### src/rtl/vec_instr_encoder.sv
// vec_instr_encoder: encodes field-level vector ops into 32-bit words, buffers them in a FIFO
// and issues them downstream, stalling reads of the most recently written vector register.
module vec_instr_encoder #(
  parameter int DEPTH   = 4,
  parameter int HAZ_LAT = 3
) (
  input  logic                     clk,
  input  logic                     reset,
  input  logic                     flush,
  input  logic                     enq_valid,
  output logic                     enq_ready,
  input  logic [2:0]               op_class,
  input  logic [1:0]               op_variant,
  input  logic                     op_scalar,
  input  logic [4:0]               vd,
  input  logic [4:0]               vs1,
  input  logic [4:0]               vs2,
  output logic [31:0]              instruction,
  output logic                     instruction_valid,
  input  logic                     instruction_ready,
  output logic                     illegal,
  output logic [7:0]               illegal_count,
  output logic [$clog2(DEPTH):0]   fifo_count
);
  localparam int AW = $clog2(DEPTH);
  localparam int CW = AW + 1;

  logic [31:0]   mem [DEPTH];
  logic [AW-1:0] wr_ptr, rd_ptr;
  logic [3:0]    hz_cnt;
  logic [4:0]    hz_reg;
  logic [4:0]    opcode;
  logic          legal, enq_fire, push, pop, stall, head_wr;
  logic [31:0]   head;

  always_comb begin
    opcode = '0;
    legal  = 1'b1;
    case (op_class)
      3'd0: begin
        opcode = {4'b0000, op_variant[0]};
        legal  = !op_scalar && !op_variant[1];
      end
      3'd1: begin
        opcode = op_scalar ? 5'b00110 : {4'b0001, op_variant[0]};
        legal  = !(op_scalar && op_variant != 2'd0);
      end
      3'd2: opcode = {4'b0010, op_scalar};
      3'd3: begin
        opcode = op_variant[0] ? 5'b10000 : 5'b00111;
        legal  = !op_scalar && !op_variant[1];
      end
      3'd4: begin
        opcode = 5'b01000;
        legal  = !op_scalar && !op_variant[1];
      end
      3'd5: begin
        opcode = 5'd9 + 5'(op_variant);
        legal  = !op_scalar && op_variant != 2'd3;
      end
      3'd6: begin
        opcode = {3'b011, op_variant};
        legal  = !op_scalar;
      end
      default: legal = 1'b0;
    endcase
  end

  assign head      = mem[rd_ptr];
  assign enq_ready = fifo_count != CW'(DEPTH);
  assign enq_fire  = enq_valid && enq_ready;
  assign push      = enq_fire && legal && !flush;
  // VSTORE reads vd as a source; predicates and VSTORE never write a vector register
  assign head_wr   = head[31:27] != 5'd1 && (head[31:27] < 5'd12 || head[31:27] == 5'd16);
  assign stall     = hz_cnt != 4'd0 && (head[20:16] == hz_reg || head[15:11] == hz_reg ||
                     (head[31:27] == 5'd1 && head[25:21] == hz_reg));
  assign instruction_valid = fifo_count != '0 && !stall;
  assign instruction       = instruction_valid ? head : 32'd0;
  assign pop               = instruction_valid && instruction_ready;

  always_ff @(posedge clk)
    if (push) mem[wr_ptr] <= {opcode, 1'b0, vd, vs1, vs2, 11'd0};

  always_ff @(posedge clk or posedge reset) begin
    if (reset) begin
      wr_ptr        <= '0;
      rd_ptr        <= '0;
      fifo_count    <= '0;
      hz_cnt        <= '0;
      hz_reg        <= '0;
      illegal       <= 1'b0;
      illegal_count <= '0;
    end else begin
      wr_ptr     <= flush ? '0 : wr_ptr + AW'(push);
      rd_ptr     <= flush ? '0 : rd_ptr + AW'(pop);
      fifo_count <= flush ? '0 : fifo_count + CW'(push) - CW'(pop);
      hz_cnt     <= flush ? '0 : (pop && head_wr) ? 4'(HAZ_LAT) : hz_cnt - 4'(hz_cnt != 4'd0);
      if (pop && head_wr) hz_reg <= head[25:21];
      illegal <= enq_fire && !legal;
      if (enq_fire && !legal && illegal_count != 8'hff) illegal_count <= illegal_count + 8'd1;
    end
  end
endmodule

### config.mk
export PLATFORM = sky130hd
export DESIGN_NAME = vec_instr_encoder
export DESIGN_NICKNAME = d
export VERILOG_FILES = /design/src/rtl/vec_instr_encoder.sv
export SDC_FILE = /design/constraint.sdc
export NUM_CORES = 1
export LEC_CHECK = 0
export CELL_PAD_IN_SITES_DETAIL_PLACEMENT = 1
export CELL_PAD_IN_SITES_GLOBAL_PLACEMENT = 2
export CORE_AREA = 2 2 128 99
export CTS_CLUSTER_DIAMETER = 40
export DETAILED_ROUTE_END_ITERATION = 6
export DIE_AREA = 0 0 130 101
export GPL_ROUTABILITY_DRIVEN = 1
export PLACE_DENSITY = 0.91
export REMOVE_ABC_BUFFERS = 1
export SLEW_MARGIN = 20
export SYNTH_ARGS = -nofsm -noshare
export SYNTH_HDL_FRONTEND = slang
export SYNTH_SLANG_ARGS = --single-unit
### constraint.sdc
create_clock -name clk -period 4.5 [get_ports clk]
set_input_delay 0.9 -clock clk [delete_from_list [all_inputs] [get_ports clk]]
set_output_delay 0.9 -clock clk [all_outputs]
set_load 0.01 [all_outputs]
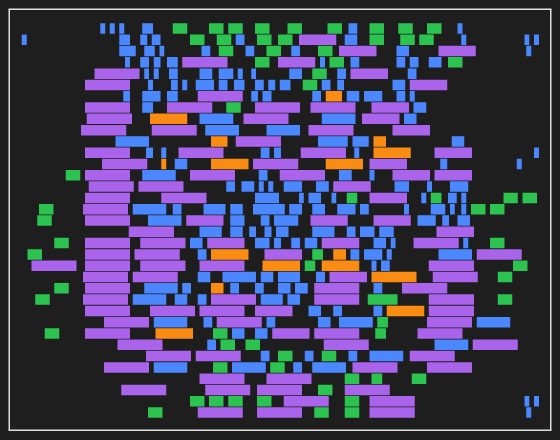
Figure 1: run 1, placement by cell class.
Blue shows remaining logic cells, cells 189, share of their area 29%. Green shows remaining buffers and delay cells, cells 67, share of their area 12%. Purple shows sequential cells, cells 105, share of their area 53%. Orange shows clock drivers and dummy loads, cells 16, share of their area 5.4%.

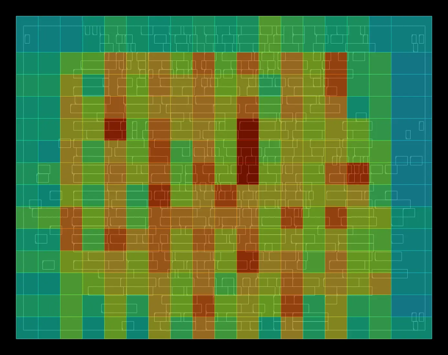
Figure 2: run 1, congestion heat map.
global-route usage over all layers: 16.9%
met2 track utilization from global routing: 27.6%
GRT busiest layer: met2

==> notes.org, run 1 <==
#+TITLE: Implementation results

** Status
- The flow ran to the end, and the final reports show no timing, DRC or antenna violations.

** Floorplanning
- In this run the standard cell core region covers 12000 µm².
- Pre-placement core utilization :: 39.8%
- During I/O placement, the number of pins put on the boundary was 72.
- From bottom edge to top edge, the die measures 101 µm.

** Worst setup path
- Worst Path Required :: around 3600 ps
- Start point of the critical path :: rd_ptr[0]$_DFF_PP0_
- In this run the critical path is formed by buf_4 -> mux4_2 -> nor4b_1 -> nand3_1 -> o32ai_2 -> nor3_4 -> and2_1 -> clkdlybuf4s50_1.
- STA classifies the critical path endpoint as a primary output.
- Per STA, the highest per-stage delay on the worst path measures 570 ps.

** Global route
- Number of global-route vias before repair :: 2964
- The first global-routing pass estimated 16300 µm of wire.
- Initial antenna violation count :: 0

** Synth
- The post-synth count of flops with an enable pin is about 80.
- Cell Area, Synth :: 4760 µm²
- Per the post-synthesis stats, the area per cell is 15.5 µm².
- Most instantiated flip-flop cell in the synthesis netlist :: sky130_fd_sc_hd__edfxtp_1
- After synthesis, the design contains 308 cells according to Yosys.
- Yosys-reported design area after synthesis :: 4760 µm²
- Counting every instance in the synthesized netlist gives 308.
- Yosys printed 0 warnings.

** CTS
- Clock-pin slew was measured on the worst setup and hold paths at 70 ps.
- Number of H-tree branching levels :: 3
- Total CTS buffers :: 9
- No sink is reached through more buffers than the 2 on the longest clock path.
- Insertion delay at the late pin of the worst-skew pair :: between 300 and 400 ps
- For this design, the CTS-stage hold fixing added 0 buffers.
- In this run the post-CTS setup repair buffer count came out at 0.

** Finish
- Area growth from synthesis to layout :: 23.2%
- Most common cell after layout, fill and taps aside :: sky130_fd_sc_hd__edfxtp_1
- Final cell area excluding filler cells :: 5870 µm²
- In the layout the commonest cells are sky130_fd_sc_hd__edfxtp_1 (80), sky130_fd_sc_hd__clkdlybuf4s50_1 (59), sky130_fd_sc_hd__dfrtp_1 (25), sky130_fd_sc_hd__and2_1 (23), sky130_fd_sc_hd__xnor2_1 (23).
- ANT cells :: 0
- Nets :: 407
- Final non-filler cell total :: 543

** STA
- The final report lists the setup-violating endpoint count as 0.
- Per the slew report, the remaining headroom to the max-slew limit stands at 37.7%.
- Final total negative setup slack :: 0 ps
- Clk_skew :: 5.66 ps
- The final hold violation count recorded for this run is 0.
- The pin closest to its max-slew limit shows a slew of 929 ps.
- Post-layout period usage of the worst path :: slightly above 90%

** Pwr
- The leakage power in the latest report is around 2.1 nW.
- In this run the power density over the cells is 568 nW/µm².

** Worst hold path
- Classification of the worst-slack hold path :: flip-flop to flip-flop

** Place
- Global placer's final weighted congestion :: 0.751
- Placed Instances :: ~530

** Flow run
- The report counts max-capacitance violations totalling 0.

** Detailed routing
- After detailed routing, the average wire length per cell comes to 19.0 µm.
- Count of antenna-violating nets left after detailed routing :: 0
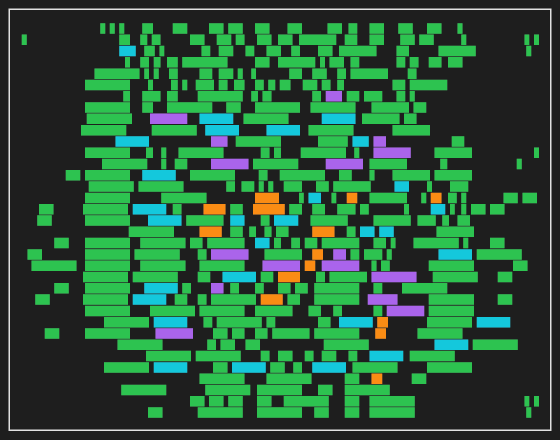
Figure 3: run 1, cells by drive strength.
Orange shows x3 and x4, cells 14. Purple shows x6 and larger, cells 16. Green shows x1 and smaller, cells 317. Cyan shows x2, cells 30.

-- run 1: layer usage --
layer	global-route usage, %	vias to the layer above	wire length, µm
li1	-	1250	-
met4	5.29	0	155
met2	27.6	57	5130
met1	22.7	1415	4700
met3	3.61	10	324
met5	0	-	0
-- run 1: layout make-up --
| cell class | instances | area [µm²] |
|---|---|---|
| clock buffers | 9 | 225 |
| fillers | 1158 | 6090 |
| clock inverters | 7 | 82.6 |
| multi-input cells | 177 | 1620 |
| repair buffers | 67 | 663 |
| flip-flops and latches | 105 | 3030 |
| well taps | 166 | 208 |
| inverters | 12 | 45.0 |
-- run 1: cells in the mapped netlist (all sizes together), types with 3 or more instances --
cell    count
xor2        6
clkbuf      9
ha          8
xnor2      23
buf        16
mux4       20
dfrtp      25
nand4       7
nor2b       4
nor2       10
nand2       7
inv        12
mux2        7
and2       23
nand3b      3
edfxtp     80
nor3        9
a21oi       6
and3        4
nand2b      3
-- run 1: metrics by stage --
step           power [mW]  util [%]  setup slack (ps)
6_report             3.33      49.1               291
5_1_grt              3.51      49.1              21.1
4_1_cts              3.36      48.9               118
3_5_place_dp         2.54      46.3               211
3_3_place_gp         2.50      46.3               325
2_1_floorplan        1.96         -               416
-- run 1: worst max-delay path, delay by kind of cell, from the launching register on --
family                 cells  cell delay (ps)
buffers and inverters      2              830
DFF                        1              350
and+or+nand+nor            4             1090
muxes                      1              570
AOI/OAI and AO/OA          1              130
-- run 1: cell families after synthesis --
logic type	after synthesis	share of synthesized area [%]
flops	105	63.6
simple gates	82	10.3
buf+inv	37	4.15
xor+xnor	29	5.33
mux	27	11.5
compound gates	18	2.55
fa+ha+maj	9	2.52
other cells	1	0.0787
-- run 1: worst paths after layout --
check / to / slack, ps / cells after the start
setup / recovery: instruction[24] / 290 / 8
hold / removal: illegal_count[6]$_DFFE_PP0P_ / 500 / 1
setup reg to reg: fifo_count[2]$_DFF_PP0_ / 1090 / 12
hold reg to reg: illegal_count[6]$_DFFE_PP0P_ / 500 / 1
max in group asynchronous: rd_ptr[0]$_DFF_PP0_ / 3110 / 2
min in group asynchronous: illegal_count[4]$_DFFE_PP0P_ / 960 / 2
-- run 1: power breakdown --
part	internal (mW)	switching, mW
logic	0.686	0.586
clock network	0.443	0.357
registers	1.14	0.119
## Run 2: what changed since run 1
Settings changed: PLACE_DENSITY 0.91 to 0.83.
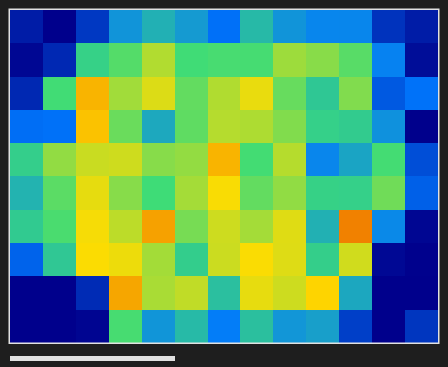
Figure 4: run 2, local utilization.
Scale bar: 50 µm. 13 x 10 tiles, from dark blue (low) to red (high), 0 to 100% covered.
The mean over all tiles is 44%. The emptiest ninth of the die: bottom right. The fullest tile reaches 85%. 5.4% of the tiles are over 75% full. 11% of the tiles are nearly empty.

==> notes.org, run 2 <==
#+TITLE: Implementation results

** Synth
- The synthesized instance count came to 308 (unchanged).
- Avg Synthesized Cell Area :: 15.5 µm² (unchanged)

** Worst setup path
- The maximum single-stage delay on the critical path is 610 ps (+40 ps).
- Critical path capture point type :: primary output
- The required time of the worst setup path came to 3600 ps (about the same).
- The depth of the worst register-to-register path is 13 (+1).

** Status
- Outcome :: complete, no violations

** Finish
- Nets :: 414 (+1.7%)
- The filler cell count in the final layout came to 1181 (+2.0%).
- The utilization after layout was 49.6% (+0.48 points).
- Area growth from synthesis to layout :: 24.4%

** Global route
- The initial antenna violation count came to 0 (unchanged).

** Pwr
- The static leakage came to 2.11 nW (+1.8%).

** CTS
- The number of hold-repair buffers added at the cts stage is 0 (unchanged).
- Clock Tree Buf Depth :: 2 (unchanged)

** Floorplanning
- The placeable core area was 12000 µm² (unchanged).
- Pre-placement core utilization :: 39.8% (unchanged)

** STA
- Final setup vio count :: 0 (unchanged)
- The clock skew is 6.16 ps (+0.493 ps).
- Post-layout period usage of the worst path :: 96.7% (+3.1 points)
- Final number of hold-violating endpoints :: 0 (unchanged)
- The tightest slew margin relative to the limit is 48.3% (+11 points).

** Detailed routing
- Count of antenna-violating nets left after detailed routing :: 0 (unchanged)
- Mean routed wirelength per cell :: 19.3 µm (+1.6%)

** Flow run
- The number of maximum-capacitance violations is 0 (unchanged).
## run 2: cell type report
cell class	instances	area [µm²]	area share, %
tap	166	208	3.51
sequential	105	3030	51.1
timing repair buffer	73	696	11.7
multi-input combinational	178	1640	27.6
clock buffer	10	229	3.86
inverter	12	45.0	0.760
clock inverter	6	82.6	1.39
## run 2: worst paths after layout
path,startpoint,to,slack [ps]
worst max-delay path,rd_ptr[0]$_DFF_PP0_,instruction[31],150
worst min-delay path,illegal_count[6]$_DFFE_PP0P_,illegal_count[6]$_DFFE_PP0P_,500
worst max register to register,rd_ptr[0]$_DFF_PP0_,fifo_count[2]$_DFF_PP0_,1060
worst min register to register,illegal_count[6]$_DFFE_PP0P_,illegal_count[6]$_DFFE_PP0P_,500
max in group asynchronous,reset,hz_reg[4]$_DFFE_PP0P_,3190
min in group asynchronous,reset,illegal_count[4]$_DFFE_PP0P_,930
## run 2: cell families after synthesis
kind of cell / share of synthesized area, %
xor gates and xnor gates: 5.33
muxes: 11.5
DFF: 63.6
other: 0.0787
AOI/OAI and AO/OA: 2.55
adders and majority gates: 2.52
and+or+nand+nor: 10.3
buffers and inverters: 4.15
## run 2: routing by layer
metal / share of wire, % / GRT usage (%)
met5: 0 / 0
met3: 6.1 / 3.98
met2: 50 / 26.9
met4: 0.88 / 5.21
met1: 43 / 23.6
## run 2: timing repair
action | in CTS | in global routing
gates cloned | 0 | 1
buffers inserted | 0 | 0
pin swaps | 0 | 1
gates resized | 1 | 4
endpoints found under the setup margin | 21 | 20
## run 2: worst max-delay path: cells and delay by family (launching register included)
kind                      cells  cell delay, ps
buffers and inverters         2             810
muxes                         1             610
and+or+nand+nor               3             970
xor gates and xnor gates      1             160
AOI/OAI and AO/OA             1             170
DFF                           1             370
## run 2: power breakdown
part / total [mW] / internal (mW) / switching [mW]
clock network: 0.817 / 0.485 / 0.333
registers: 1.26 / 1.14 / 0.119
logic: 1.30 / 0.707 / 0.590
## run 2: through the flow
stage,hold WS [ps],TNS (ps),power [mW],instance area [µm²]
6_report,498,0,3.38,5930
5_1_grt,517,-254,3.55,5930
4_1_cts,494,0,3.36,5890
3_5_place_dp,487,0,2.53,5570
3_3_place_gp,476,0,2.49,5570
2_1_floorplan,515,0,1.96,4650
Power and IR drop assume default switching activity.
